congestion.png
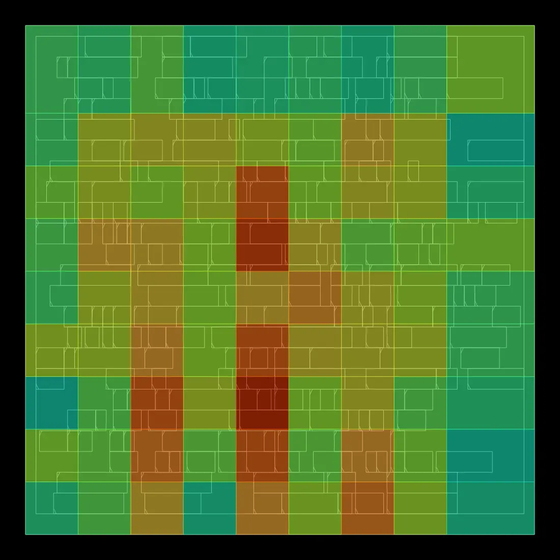
cell_density.png
Bar = 20 um. The die is cut into 7 by 7 equal tiles; dark blue is low, red is high, 0 to 100% covered.
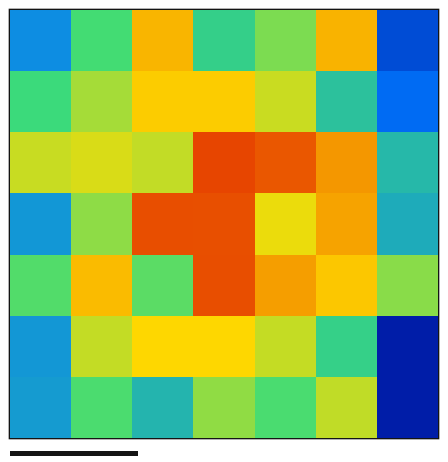
layer_met1.png
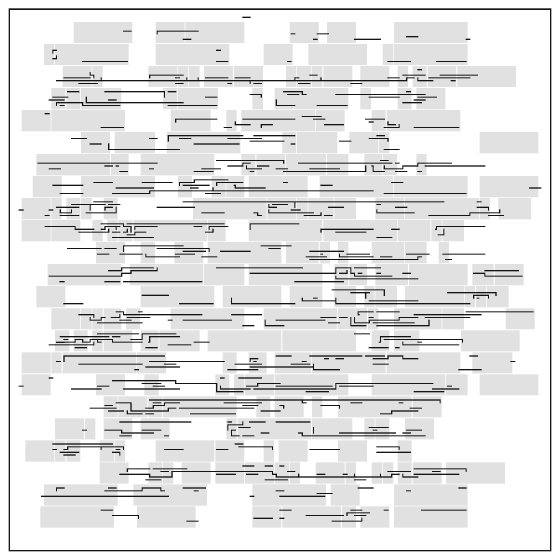
--- src/rtl/digit_serial_pkg.sv ---
// Shared type for the digit serializer slice. It holds only the control
// state encoding, which the top-level sequencer uses.
package digit_serial_pkg;

    // IDLE: no word held. SHIFT: a word is being emitted one digit per cycle.
    typedef enum logic {
        IDLE  = 1'b0,
        SHIFT = 1'b1
    } ser_state_t;

endpackage

--- src/rtl/digit_serializer_if.sv ---
// Word-in / digit-out bundle for the digit serializer.
// The producer uses the master view. The serializer itself uses the slave view.
interface digit_serializer_if #(
    parameter int W = 4,
    parameter int N = 4
);
    logic           in_valid;
    logic           in_ready;
    logic [N*W-1:0] in_a;
    logic [N*W-1:0] in_b;
    logic [W-1:0]   a;
    logic [W-1:0]   b;
    logic           first_digit;
    logic           last_digit;
    logic           digit_valid;

    modport master (
        output in_valid, in_a, in_b,
        input  in_ready, a, b, first_digit, last_digit, digit_valid
    );

    modport slave (
        input  in_valid, in_a, in_b,
        output in_ready, a, b, first_digit, last_digit, digit_valid
    );
endinterface

--- src/rtl/digit_shift_reg.sv ---
// Parallel-load, right-shifting digit register.
// The current digit is always the low W bits. Each shift moves the next
// more-significant digit into place and backfills with zeros, so the register
// drains to zero after N shifts.
module digit_shift_reg #(
    parameter int W = 4,
    parameter int N = 4
) (
    input  logic           clk,
    input  logic           reset,
    input  logic           load,
    input  logic           shift,
    input  logic [N*W-1:0] par_in,
    output logic [W-1:0]   digit
);

    logic [N*W-1:0] data;

    // A load takes priority over a shift, so a new word can replace the last
    // digit of the previous word on the same edge.
    always_ff @(posedge clk or posedge reset) begin
        if (reset) begin
            data <= '0;
        end else if (load) begin
            data <= par_in;
        end else if (shift) begin
            data <= data >> W;
        end
    end

    assign digit = data[W-1:0];

endmodule

--- src/rtl/digit_serializer.sv ---
// Converts parallel operand word pairs into aligned digit streams, least
// significant digit first. It marks the first and last digit of each word.
// A new word may load on the edge that retires the previous word's last digit,
// so a continuously valid source sees no bubbles.
module digit_serializer
    import digit_serial_pkg::*;
#(
    parameter int W = 4,
    parameter int N = 4
) (
    input logic              clk,
    input logic              reset,
    digit_serializer_if.slave bus
);

    localparam int               IDX_W    = (N > 1) ? $clog2(N) : 1;
    localparam logic [IDX_W-1:0] LAST_IDX = IDX_W'(N - 1);

    ser_state_t       state;
    logic [IDX_W-1:0] idx;
    logic             first_q;
    logic             last_q;
    logic             valid_q;

    logic             at_last;
    logic             accept;
    logic             do_shift;
    logic [W-1:0]     digit_a;
    logic [W-1:0]     digit_b;

    assign at_last  = (state == SHIFT) && (idx == LAST_IDX);
    assign bus.in_ready = !reset && ((state == IDLE) || at_last);
    assign accept   = bus.in_valid && bus.in_ready;
    assign do_shift = (state == SHIFT) && !accept;

    // Sequencer. It tracks the digit index and registers every flag that
    // goes downstream, so no input reaches the digit outputs combinationally.
    always_ff @(posedge clk or posedge reset) begin
        if (reset) begin
            state   <= IDLE;
            idx     <= '0;
            first_q <= 1'b0;
            last_q  <= 1'b0;
            valid_q <= 1'b0;
        end else begin
            unique case (state)
                IDLE: begin
                    if (accept) begin
                        state   <= SHIFT;
                        idx     <= '0;
                        first_q <= 1'b1;
                        last_q  <= 1'b0;
                        valid_q <= 1'b1;
                    end
                end
                SHIFT: begin
                    if (accept) begin
                        idx     <= '0;
                        first_q <= 1'b1;
                        last_q  <= 1'b0;
                        valid_q <= 1'b1;
                    end else if (at_last) begin
                        state   <= IDLE;
                        idx     <= '0;
                        first_q <= 1'b0;
                        last_q  <= 1'b0;
                        valid_q <= 1'b0;
                    end else begin
                        idx     <= idx + 1'b1;
                        first_q <= 1'b0;
                        last_q  <= ((idx + 1'b1) == LAST_IDX);
                        valid_q <= 1'b1;
                    end
                end
                default: begin
                    state   <= IDLE;
                    idx     <= '0;
                    first_q <= 1'b0;
                    last_q  <= 1'b0;
                    valid_q <= 1'b0;
                end
            endcase
        end
    end

    digit_shift_reg #(.W(W), .N(N)) u_shift_a (
        .clk    (clk),
        .reset  (reset),
        .load   (accept),
        .shift  (do_shift),
        .par_in (bus.in_a),
        .digit  (digit_a)
    );

    digit_shift_reg #(.W(W), .N(N)) u_shift_b (
        .clk    (clk),
        .reset  (reset),
        .load   (accept),
        .shift  (do_shift),
        .par_in (bus.in_b),
        .digit  (digit_b)
    );

    assign bus.a           = digit_a;
    assign bus.b           = digit_b;
    assign bus.first_digit = first_q;
    assign bus.last_digit  = last_q;
    assign bus.digit_valid = valid_q;

endmodule

--- src/flat_wrapper.sv ---
// flat-port wrapper written by rule: the top's interface ports become plain ports
module digit_serializer_flat import digit_serial_pkg::*;
#(
    parameter int W = 4,
    parameter int N = 4
)
  (clk, reset, bus_in_valid, bus_in_a, bus_in_b, bus_in_ready, bus_a, bus_b, bus_first_digit, bus_last_digit, bus_digit_valid);
  digit_serializer_if #(.W(W), .N(N)) bus_i ();
  input logic clk;
  input logic reset;
  input wire logic [$bits(bus_i.in_valid)-1:0] bus_in_valid;
  input wire logic [$bits(bus_i.in_a)-1:0] bus_in_a;
  input wire logic [$bits(bus_i.in_b)-1:0] bus_in_b;
  output wire logic [$bits(bus_i.in_ready)-1:0] bus_in_ready;
  output wire logic [$bits(bus_i.a)-1:0] bus_a;
  output wire logic [$bits(bus_i.b)-1:0] bus_b;
  output wire logic [$bits(bus_i.first_digit)-1:0] bus_first_digit;
  output wire logic [$bits(bus_i.last_digit)-1:0] bus_last_digit;
  output wire logic [$bits(bus_i.digit_valid)-1:0] bus_digit_valid;
  assign bus_i.in_valid = bus_in_valid;
  assign bus_i.in_a = bus_in_a;
  assign bus_i.in_b = bus_in_b;
  assign bus_in_ready = bus_i.in_ready;
  assign bus_a = bus_i.a;
  assign bus_b = bus_i.b;
  assign bus_first_digit = bus_i.first_digit;
  assign bus_last_digit = bus_i.last_digit;
  assign bus_digit_valid = bus_i.digit_valid;
  digit_serializer #(.W(W), .N(N)) u_core (.clk(clk), .reset(reset), .bus(bus_i));
endmodule
--- config.mk ---
export PLATFORM = sky130hd
export DESIGN_NAME = digit_serializer_flat
export DESIGN_NICKNAME = d
export VERILOG_FILES = /design/src/rtl/digit_serial_pkg.sv /design/src/rtl/digit_serializer_if.sv /design/src/rtl/digit_shift_reg.sv /design/src/rtl/digit_serializer.sv /design/src/flat_wrapper.sv
export SDC_FILE = /design/constraint.sdc
export NUM_CORES = 1
export LEC_CHECK = 0
export ABC_CLOCK_PERIOD_IN_PS = 1500
export CAP_MARGIN = 10
export CORE_UTILIZATION = 44
export CTS_CLUSTER_DIAMETER = 150
export DETAILED_ROUTE_END_ITERATION = 12
export PLACE_DENSITY_LB_ADDON = 0.1
export SYNTH_ARGS = -nofsm -noshare
export SYNTH_HDL_FRONTEND = slang
export SYNTH_HIERARCHICAL = 1
export SYNTH_SLANG_ARGS = --single-unit
--- constraint.sdc ---
create_clock -name clk -period 1.5 [get_ports clk]
set_input_delay 0.3 -clock clk [delete_from_list [all_inputs] [get_ports clk]]
set_output_delay 0.3 -clock clk [all_outputs]
set_load 0.1 [all_outputs]
==> impl_metrics.yaml <==
# flow metrics
status:
  status: "finished, violations left"
  violations: "setup timing"
sta:
  drv_slew: 0
  finalClockSkew_ns: 0.00364
  max_freq_mhz: 640
  fin_ws_ns: -0.0617
  fin_crit_ns: 1.56
  finalCritPeriodShare_pct: 104
  fin_tns_setup_ns: -0.781
  finalHoldViolations: 0
  setup_viol: 25
cts:
  cts_root_buf: "clkbuf_8"
  cts_tree: "done"
  ctsResizeCount: 14
  clk_latency_ns: 0.28
  htreeDepth: 2
  clk_pin_slew_ns: 0.07
  postCtsHoldBufs: 0
  cts_setup_buffers: 3
  clk_path_buf_depth: 2
  cts.sinks: 38
final_layout:
  lay_top_count: "dfrtp_1"
  insertedDiodeCount: 0
  fin_area_sq_um: 2710
  most-common-layout-cells: "38 x dfrtp_1, 34 x clkdlybuf4s50_1, 34 x nand2_1"
  final_cells: 281
  drive_gt1_share_pct: 21.2
  layout.nets: 267
  syn_to_final_growth_pct: 47.3
synth:
  area_leaders: "dfrtp_1 52%, mux2i_1 13%, nand2_1 6.9%"
  ys.flop_type: "dfrtp_1"
  top_cell: "dfrtp_1"
  synth_cell_types: 21
  netlist_instances: 176
  synth.avg_cell_area_sq_um: 10.5
  ys_ff: 38
  ys_async_sr_fraction_pct: 100
  synth-edff-count: 0
  ys_seq_share_pct: 51.6
  netlist_area_sq_um: 1840
  syn-num-nets: 213
  top_cells_by_count: "38 x dfrtp_1, 34 x nand2_1, 24 x mux2i_1, 21 x o21ai_0, 14 x buf_4"
  yosysWarnings: 6
  top_area_share_pct: 51.6
job:
  tool_warnings: 29
  maxCapViolCount: 0
place:
  place_congestion: 0.760
  place_ws_ns: -0.251
  place_area_sq_um: 2480
  io_buffers: 46
  dp_cells: 266
critical_path:
  cp_cell_sequence: "ha_4 -> buf_6 -> a21oi_4 -> buf_4 -> clkbuf_16 -> mux2i_1 -> o21ai_1"
  r2r_setup_slack_ns: -0.06
  path_buffers: 3
  path_class: "reg2reg"
  cp-startpoint: "u_core/idx[1]"
  crit_fanout: 8
  critPathRequiredTime_ns: 1.67
  critPathCaptureType: "flip-flop"
  reg2reg_from: "u_core/idx[1]"
  crit_path_start_kind: "flip-flop"
  crit_family: "buffers and inverters"
  slowest_stage: "dfrtp_1"
die:
  placementRows: 23
  chip_area_sq_um: 4450
  io_pins: 47
  die_w_um: 66.7
route:
  ant_nets: 0
  drcViolationCount: 0
  drt_pass1_iterations: 4
  vias_per_cell: 4.87
global_route:
  antenna_found_initial: 0
  grt_pass1_wl_mm: 5.84
pwr:
  total_power_mw: 5.48
  power.density_nw_per_um2: 2020
  vdd.ir_drop.worst_mv: 0.999
worst_hold_path:
  min_path_type: "in2async"
## Picture notes: congestion.png
Routed WL per cell: 13.1 um
utilization after layout: 67.8%
All-Layer GR Usage: 17.8%
Global Route met1 Usage: 21.2%
GRT Max-Usage Layer: met2

## Picture notes: cell_density.png
- emptiest ninth of the die: south-east
- fullest tile: 92%
- mean over tiles: 60%
- tiles over 75% full: 33%
- densest ninth of the die: centre
Initial Util: 46.0%
core outline area: 4000 sq um

## Picture notes: layer_met1.png
- share of all routed wire: 43%
- longest straight run: 43.2 um
- nets with wire on the layer: 234
- wire length on this layer: 1580 um
- main direction: horizontal
vias: 1368
Routed Wire Length: 3.67 mm

registers in the layout, indices dropped and copies added, names as in the netlist:
name,count
u_core/state,1
u_core/bus.digit_valid,1
u_core/u_shift_a/data,16
u_core/idx,2
u_core/bus.first_digit,1
u_core/u_shift_b/data,16
u_core/bus.last_digit,1
worst paths after layout:
path                       cells after the start                   endpoint
setup / recovery                               7   u_core/u_shift_b/data[1]
hold / removal                                 3     u_core/bus.first_digit
setup reg to reg                               7   u_core/u_shift_b/data[1]
hold reg to reg                                2  u_core/u_shift_a/data[13]
max in group asynchronous                      4  u_core/u_shift_b/data[11]
min in group clk                               2  u_core/u_shift_a/data[13]
routing by layer:
layer  track usage (%)  up-vias  wire length (um)  part of all wire (%)
met5                 0        -                 0                     0
met4              7.18        0                56                   1.5
met3              4.62        6               113                   3.1
met2              30.2       23              1920                    52
met1              21.2      649              1580                    43
li1                  -      690                 -                     -
kinds of logic (layout without fill, tap and decap cells):
kind of cell | count (synthesis) | in the layout | synth area share, %
simple gates | 50 | 50 | 12.1
flops | 38 | 38 | 51.6
compound gates | 37 | 37 | 10.9
mux | 25 | 25 | 13.7
buf+inv | 24 | 79 | 10.3
fa+ha+maj | 2 | 2 | 1.36
tightest hold or removal path, delay by kind of cell:
family	cells	cell delay, ns
buf+inv	3	0.73
power breakdown:
part           switching, mW  internal [mW]
Combinational           1.67           1.45
Clock                  0.337          0.370
Sequential             0.269           1.38
Total                   2.27           3.20
layout make-up:
type                       count  area (sq um)
fill                         305          1290
sequential                    38           951
timing repair buffer          65           833
multi-input combinational    114           752
clock buffer                   7          86.3
tap                           50          62.6
inverter                       6          22.5
clock inverter                 1          5.00
Power and IR drop assume default switching activity.
